$ cat src/rtl/bcd_counter_ndigit.sv
// bcd_counter_ndigit: N-digit packed-BCD counter with built-in prescaler,
// up/down stepping, synchronous clear and clamped parallel load.
// Optional build macro BCD_COUNTER_SATURATE_EN: hold at all-9s / all-0s
// instead of wrapping; carry then marks arrival at the limit.
module bcd_counter_ndigit #(
  parameter int unsigned DIGITS     = 2,
  parameter int unsigned PRESCALE   = 5000000,
  parameter int unsigned PRESCALE_W = 30
) (
  input  logic                  clk_in,
  input  logic                  rst_in,
  input  logic                  enable,
  input  logic                  up_down,
  input  logic                  clear,
  input  logic                  load,
  input  logic [4*DIGITS-1:0]   load_value,
  output logic [4*DIGITS-1:0]   out,
  output logic                  tick,
  output logic                  carry
);

  localparam int unsigned W = 4 * DIGITS;
  localparam logic [PRESCALE_W-1:0] PS_LAST = PRESCALE_W'(PRESCALE - 1);
  localparam logic [W-1:0] ALL_NINES = {DIGITS{4'h9}};

  logic [PRESCALE_W-1:0] presc_q, presc_d;
  logic [W-1:0]          count_q, count_d;
  logic                  carry_q, carry_d;
  logic [W-1:0]          up_val, dn_val, ld_val;
  logic                  up_wrap, dn_wrap;
  logic [3:0]            dig, ldig;

  assign tick  = enable & (presc_q == PS_LAST);
  assign out   = count_q;
  assign carry = carry_q;

  // Prescaler: free-runs 0..PRESCALE-1 while enabled, restarted by clear.
  always_comb begin
    presc_d = presc_q;
    if (clear) begin
      presc_d = '0;
    end else if (enable) begin
      presc_d = tick ? '0 : presc_q + 1'b1;
    end
  end

  // Candidate up/down/load values; up_wrap/dn_wrap double as the running
  // carry/borrow and end up set only when every digit was 9 / 0.
  always_comb begin
    up_val  = count_q;
    dn_val  = count_q;
    ld_val  = '0;
    up_wrap = 1'b1;
    dn_wrap = 1'b1;
    dig     = '0;
    ldig    = '0;
    for (int unsigned i = 0; i < DIGITS; i++) begin
      dig = count_q[4*i +: 4];
      if (up_wrap) begin
        if (dig == 4'd9) begin
          up_val[4*i +: 4] = 4'd0;
        end else begin
          up_val[4*i +: 4] = dig + 4'd1;
          up_wrap          = 1'b0;
        end
      end
      if (dn_wrap) begin
        if (dig == 4'd0) begin
          dn_val[4*i +: 4] = 4'd9;
        end else begin
          dn_val[4*i +: 4] = dig - 4'd1;
          dn_wrap          = 1'b0;
        end
      end
      ldig = load_value[4*i +: 4];
      ld_val[4*i +: 4] = (ldig > 4'd9) ? 4'd9 : ldig;
    end
  end

  // Count next-state: clear > load > step > hold; carry only on a limit step.
  always_comb begin
    count_d = count_q;
    carry_d = 1'b0;
    if (clear) begin
      count_d = '0;
    end else if (load) begin
      count_d = ld_val;
    end else if (tick) begin
`ifdef BCD_COUNTER_SATURATE_EN
      if (up_down) begin
        if (!up_wrap) begin
          count_d = up_val;
          carry_d = (up_val == ALL_NINES);
        end
      end else begin
        if (!dn_wrap) begin
          count_d = dn_val;
          carry_d = (dn_val == '0);
        end
      end
`else
      count_d = up_down ? up_val : dn_val;
      carry_d = up_down ? up_wrap : dn_wrap;
`endif
    end
  end

  // State registers with synchronous active-high reset.
  always_ff @(posedge clk_in) begin
    if (rst_in) begin
      presc_q <= '0;
      count_q <= '0;
      carry_q <= 1'b0;
    end else begin
      presc_q <= presc_d;
      count_q <= count_d;
      carry_q <= carry_d;
    end
  end

endmodule

$ cat config.mk
export PLATFORM = sky130hd
export DESIGN_NAME = bcd_counter_ndigit
export DESIGN_NICKNAME = d
export VERILOG_FILES = /design/src/rtl/bcd_counter_ndigit.sv
export SDC_FILE = /design/constraint.sdc
export NUM_CORES = 1
export LEC_CHECK = 0
export ABC_AREA = 1
export CAP_MARGIN = 20
export CORE_MARGIN = 3
export CORE_UTILIZATION = 55
export DETAILED_ROUTE_END_ITERATION = 8
export PLACE_DENSITY = 0.83
export SLEW_MARGIN = 20
export SYNTH_ARGS = -nofsm -noshare
export SYNTH_HDL_FRONTEND = slang
export SYNTH_SLANG_ARGS = --single-unit
$ cat constraint.sdc
create_clock -name clk_in -period 4.4 [get_ports clk_in]
set_input_delay 1.1 -clock clk_in [delete_from_list [all_inputs] [get_ports clk_in]]
set_output_delay 1.1 -clock clk_in [all_outputs]
set_load 0.01 [all_outputs]
==> tab_implementation.tex <==
% Implementation results table
\begin{tabular}{lr}
\hline
Metric & Value \\
\hline
\multicolumn{2}{l}{\textbf{Run status}} \\
Status & completed \\
\multicolumn{2}{l}{\textbf{Timing}} \\
Final Max Slew Viols & 0 \\
Final Setup Violations & 0 \\
Sum of negative setup slack & 0 ns \\
Final worst-path setup slack & between 0.4 and 0.5 ns \\
RSZ-0062 raised after global routing & false \\
Final cycle utilization of the critical path & roughly nine tenths \\
Hold\_ws & 0.520 ns \\
Transition at the pin with the smallest max-transition slack & a little under 0.5 ns \\
Shortest clock period the worst path allows after layout & about 4 ns \\
Max\_slew headroom & $\sim$67\% \\
Fmax achieved & $\sim$250 MHz \\
Hold Vio Cnt, Final & 0 \\
\multicolumn{2}{l}{\textbf{Power and ir drop}} \\
Clock network power consumption & between 200 and 250 µW \\
Tot Pwr & between 600 and 700 µW \\
Top power group & sequential cells \\
Combinational group power & roughly 80 µW \\
Reported leakage power & approximately 1.1 nW \\
Combinational Power Share & a little under an eighth \\
Total net switching power & about 170 µW \\
Cell-internal power & 514 µW \\
Clock share of power & between 30\% and 40\% \\
Sequential cell power & 363 µW \\
Peak supply drop & 0.170 mV \\
Sequential group share of total power & between 50\% and 60\% \\
Power density of the placed cells & between 200 and 250 nW/µm² \\
Net switching fraction of the power & 25.0\% \\
\multicolumn{2}{l}{\textbf{CTS}} \\
Post-CTS Repair Setup Buffers & 0 \\
Clock tree from TritonCTS & yes \\
Latest clock arrival within the worst-skew pair & $\sim$0.29 ns \\
H-tree lvl count & 2 \\
Total CTS buffers & 5 \\
CTS clk-pin slew, worst paths & around 0.070 ns \\
Clock tree buffer depth & 2 \\
Number of cells upsized or downsized after cts & 0 \\
Post-cts hold buffer count & 0 \\
CTS Root Buffer Type & clkbuf\_8 \\
\multicolumn{2}{l}{\textbf{Setup path}} \\
Biggest fanout along the worst timing path & 8 \\
Cells along the critical path & clkdlybuf4s50\_1 -> inv\_2 -> nor2\_1 -> nand2\_1 -> nor4\_1 -> clkdlybuf4s50\_1 \\
Timing startpoint of the critical path & enable \\
Cell seen most often among critical-path stages & clkdlybuf4s50\_1 \\
Largest stage delay on the critical path & roughly 0.6 ns \\
FF-to-FF End & out[2]\$\_SDFFE\_PP0P\_ \\
Number of cells traversed by the worst register-to-register path & 10 \\
Worst Path Class, Setup & input port to output pin \\
Buffering stage count on the worst path with inverters included & 3 \\
Stages on worst setup path & 6 \\
Kind of launch point of the worst setup path & input port \\
RR Startpoint & presc\_q[0]\$\_SDFFE\_PP0P\_ \\
End point of the critical path & tick \\
Cell with the largest stage delay on the worst path & clkdlybuf4s50\_1 \\
Top delay family on crit path & buffers and inverters \\
Setup slack of the worst register-to-register path & 2.69 ns \\
Data required time at the worst endpoint & 3.30 ns \\
Nature of the critical path endpoint & output pin \\
CP arrival & around 2.8 ns \\
\multicolumn{2}{l}{\textbf{Floorplan}} \\
Total core area & roughly 4200 µm² \\
Number of placement rows & 23 \\
Overall chip area & about 5400 µm² \\
Vert. Die Dim & roughly 73 µm \\
Die X & between 70 and 80 µm \\
Number of top-level pins & 24 \\
Initial core utilization & about three fifths \\
\multicolumn{2}{l}{\textbf{Placed design}} \\
Post-place setup slack & around 0.46 ns \\
Final Wtd Congestion & between 0.9 and 1 \\
Detailed placer's ending HPWL & 4590 µm \\
Count of buffers from port buffering & 23 \\
Dpl cell area & approximately 2800 µm² \\
Placed Cells & $\sim$480 \\
\multicolumn{2}{l}{\textbf{Finish}} \\
Dominant logic cell type in the layout & nor2\_1 \\
Area taken by flip-flops and latches & between 700 and 800 µm² \\
Antenna Cells & 0 \\
NumNets Final & between 400 and 500 \\
Comb area & 1480 µm² \\
Proportion of layout cells with a drive suffix above 1 & under 10\% \\
Area delta synth->final & 14.3\% \\
Post-route core utilization & 68.2\% \\
Finished Layout Cells & 489 \\
Layout Cell Area excl Fill & about 2900 µm² \\
Most numerous logic cells after layout & nor2\_1, nand2\_1, inv\_1, nand3\_1, dfxtp\_1 \\
\# fillers & between 400 and 500 \\
\multicolumn{2}{l}{\textbf{Yosys}} \\
Number of enable flip-flop cells & 0 \\
Seq share, synth & between 30\% and 40\% \\
Number of flip-flops and latches in the synthesized netlist & 39 \\
Most area-hungry cell type in the Yosys netlist & dfxtp\_1 \\
Cell area after synthesis & 2500 µm² \\
Dominant synthesized flop cell & dfxtp\_1 \\
Top-count cell post-synth & nor2\_1 \\
Number of distinct standard cells referenced by the synthesized netlist & 38 \\
Count of warnings emitted by yosys & 0 \\
Largest type area fraction & 31.2\% \\
Asr flop ratio synth & 0\% \\
Synthesized instance count & 412 \\
Yosys stat cell total & about 400 \\
Area reported by Yosys stat & roughly 2500 µm² \\
Commonest cells in the netlist & nor2\_1, nand2\_1, inv\_1 \\
Synth area leaders & dfxtp\_1, nor2\_1, nand2\_1 \\
Post-Synthesis Mean Instance Area & about 6 µm² \\
Post-Syn Nets & 427 \\
\multicolumn{2}{l}{\textbf{Min path}} \\
Worst min-delay path endpoint & presc\_q[1]\$\_SDFFE\_PP0P\_ \\
Path category of the worst min-delay check & flop to flop \\
Source of the worst hold timing path & presc\_q[1]\$\_SDFFE\_PP0P\_ \\
WHS Path Cells & 2 \\
\multicolumn{2}{l}{\textbf{Routing}} \\
Met2 wirelength from detailed routing & 2970 µm \\
Routed via count divided by cell count & 5.41 \\
Final antenna-violating net count & 0 \\
Drt pass-1 iters & 4 \\
Routed Wire Length & 6000 µm \\
Post-Route M1 WL & approximately 2600 µm \\
Count of unresolved DRC violations after routing & 0 \\
Average detailed-routed wire length per instance & around 12 µm \\
Routed wl met3 & between 300 and 400 µm \\
First-iteration detailed-routing DRC count & 164 \\
Highest routed metal layer & met4 \\
Via Count & $\sim$2600 \\
\multicolumn{2}{l}{\textbf{Global routing}} \\
M3 GR Usage & under 10\% \\
Global-route wire length before repair & between 10000 and 15000 µm \\
Met2 layer usage reported by global route & 43.4\% \\
Pin count of the biggest net entering global routing & 18 \\
Number of antenna violations at the first check in global routing & 0 \\
Met1 Usage GRT & 29.5\% \\
GRT Overall Usage & about a quarter \\
Number of global-route vias before repair & about 2400 \\
Global-route layer with the greatest usage & met2 \\
Overall overflow remaining after global route & 0 \\
\multicolumn{2}{l}{\textbf{Run}} \\
Number of warnings in the stage logs & 26 \\
Max-cap check violation count & 0 \\
\hline
\end{tabular}
==> flip-flops by register name, summed over array words and instances (netlist names) <==
register  flops
carry         1
out           8
presc_q      30
==> cell type report <==
class | instances | area share (%)
Multi-Input combinational cell | 312 | 51.5
Inverter | 56 | 7.43
Sequential cell | 39 | 27.3
Clock inverter | 1 | 0.175
Tap cell | 50 | 2.18
Clock buffer | 6 | 2.88
Timing Repair Buffer | 25 | 8.56
==> kinds of logic after synthesis <==
logic type,Yosys count,synth area share (%)
DFF,39,31.2
buffers and inverters,61,9.94
and+or+nand+nor,264,47.6
xor gates and xnor gates,3,1.05
AOI/OAI and AO/OA,44,9.79
adders and majority gates,1,0.499
Fig. 1: power grid
Pins as bars on the die edge.
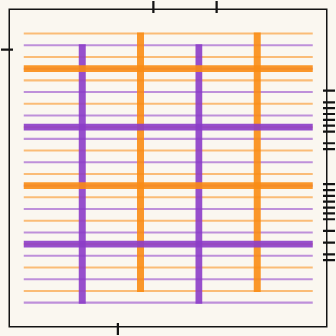
- purple: VSS
- orange: VDD
- rows: 23
- met4 straps: 4
- signal pins: 24
- met1 rails: 24

Fig. 2: cell classes on the final placement
The bar under the picture is 20 µm long.
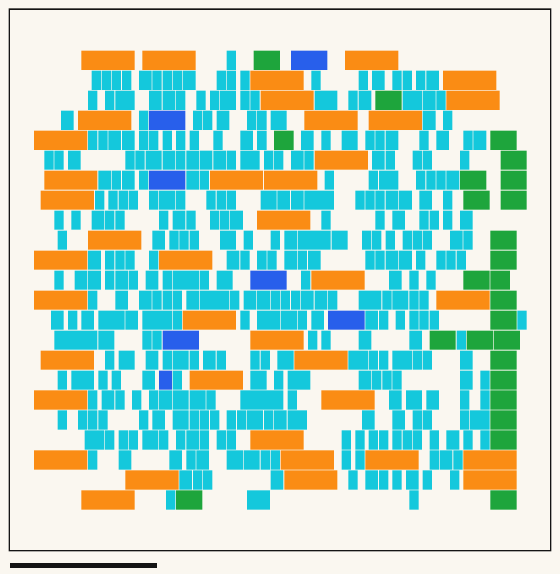
- blue: clock drivers and dummy loads (cells 7; share of their area 3.1%)
- orange: registers (cells 39; share of their area 28%)
- green: remaining buffers and delay cells (cells 25; share of their area 8.8%)
- cyan: remaining logic cells (cells 368; share of their area 60%)

Fig. 3: routed clock nets over the placement
The bar under the picture is 20 µm long.
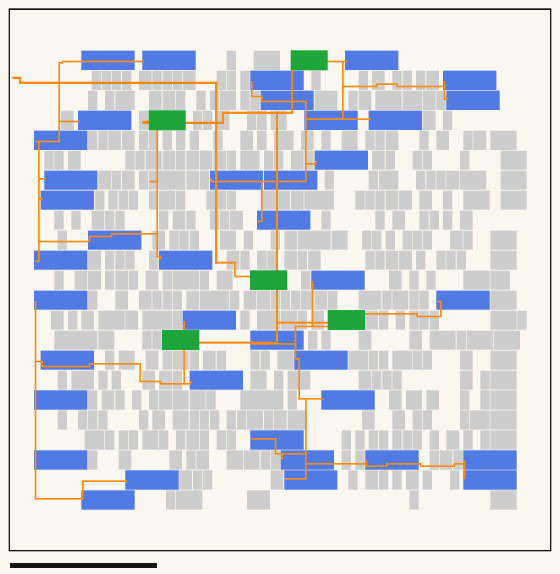
- green: clock-net drivers (count 5)
- blue: flip-flops (count 39)
- orange: clock wires (length 485 µm)
- routed clock nets: 6
- flops lie: spread over the die

Fig. 4: signal wires by layer
Two of the layers only.
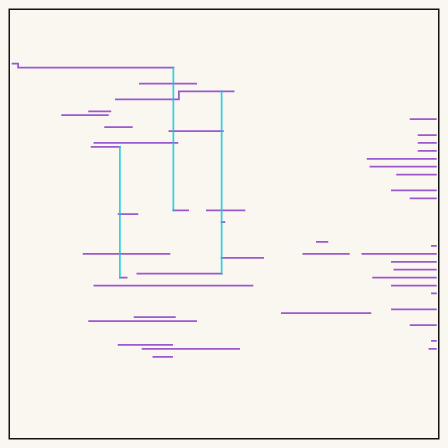
- purple: M3 (wire length 376 µm)
- cyan: M4 (wire length 78.2 µm)

Fig. 5: clock nets
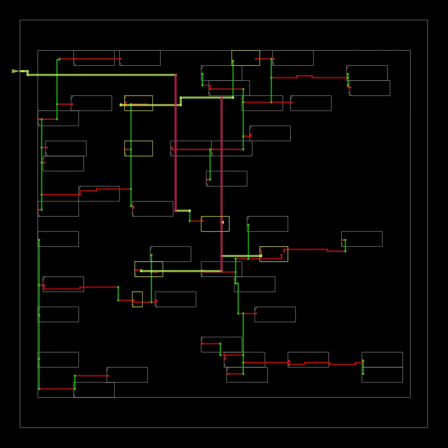
total clock sinks: 39
flop count: 39
worst clock skew: 0.00967 ns

Power is estimated from default activity; no workload was simulated.
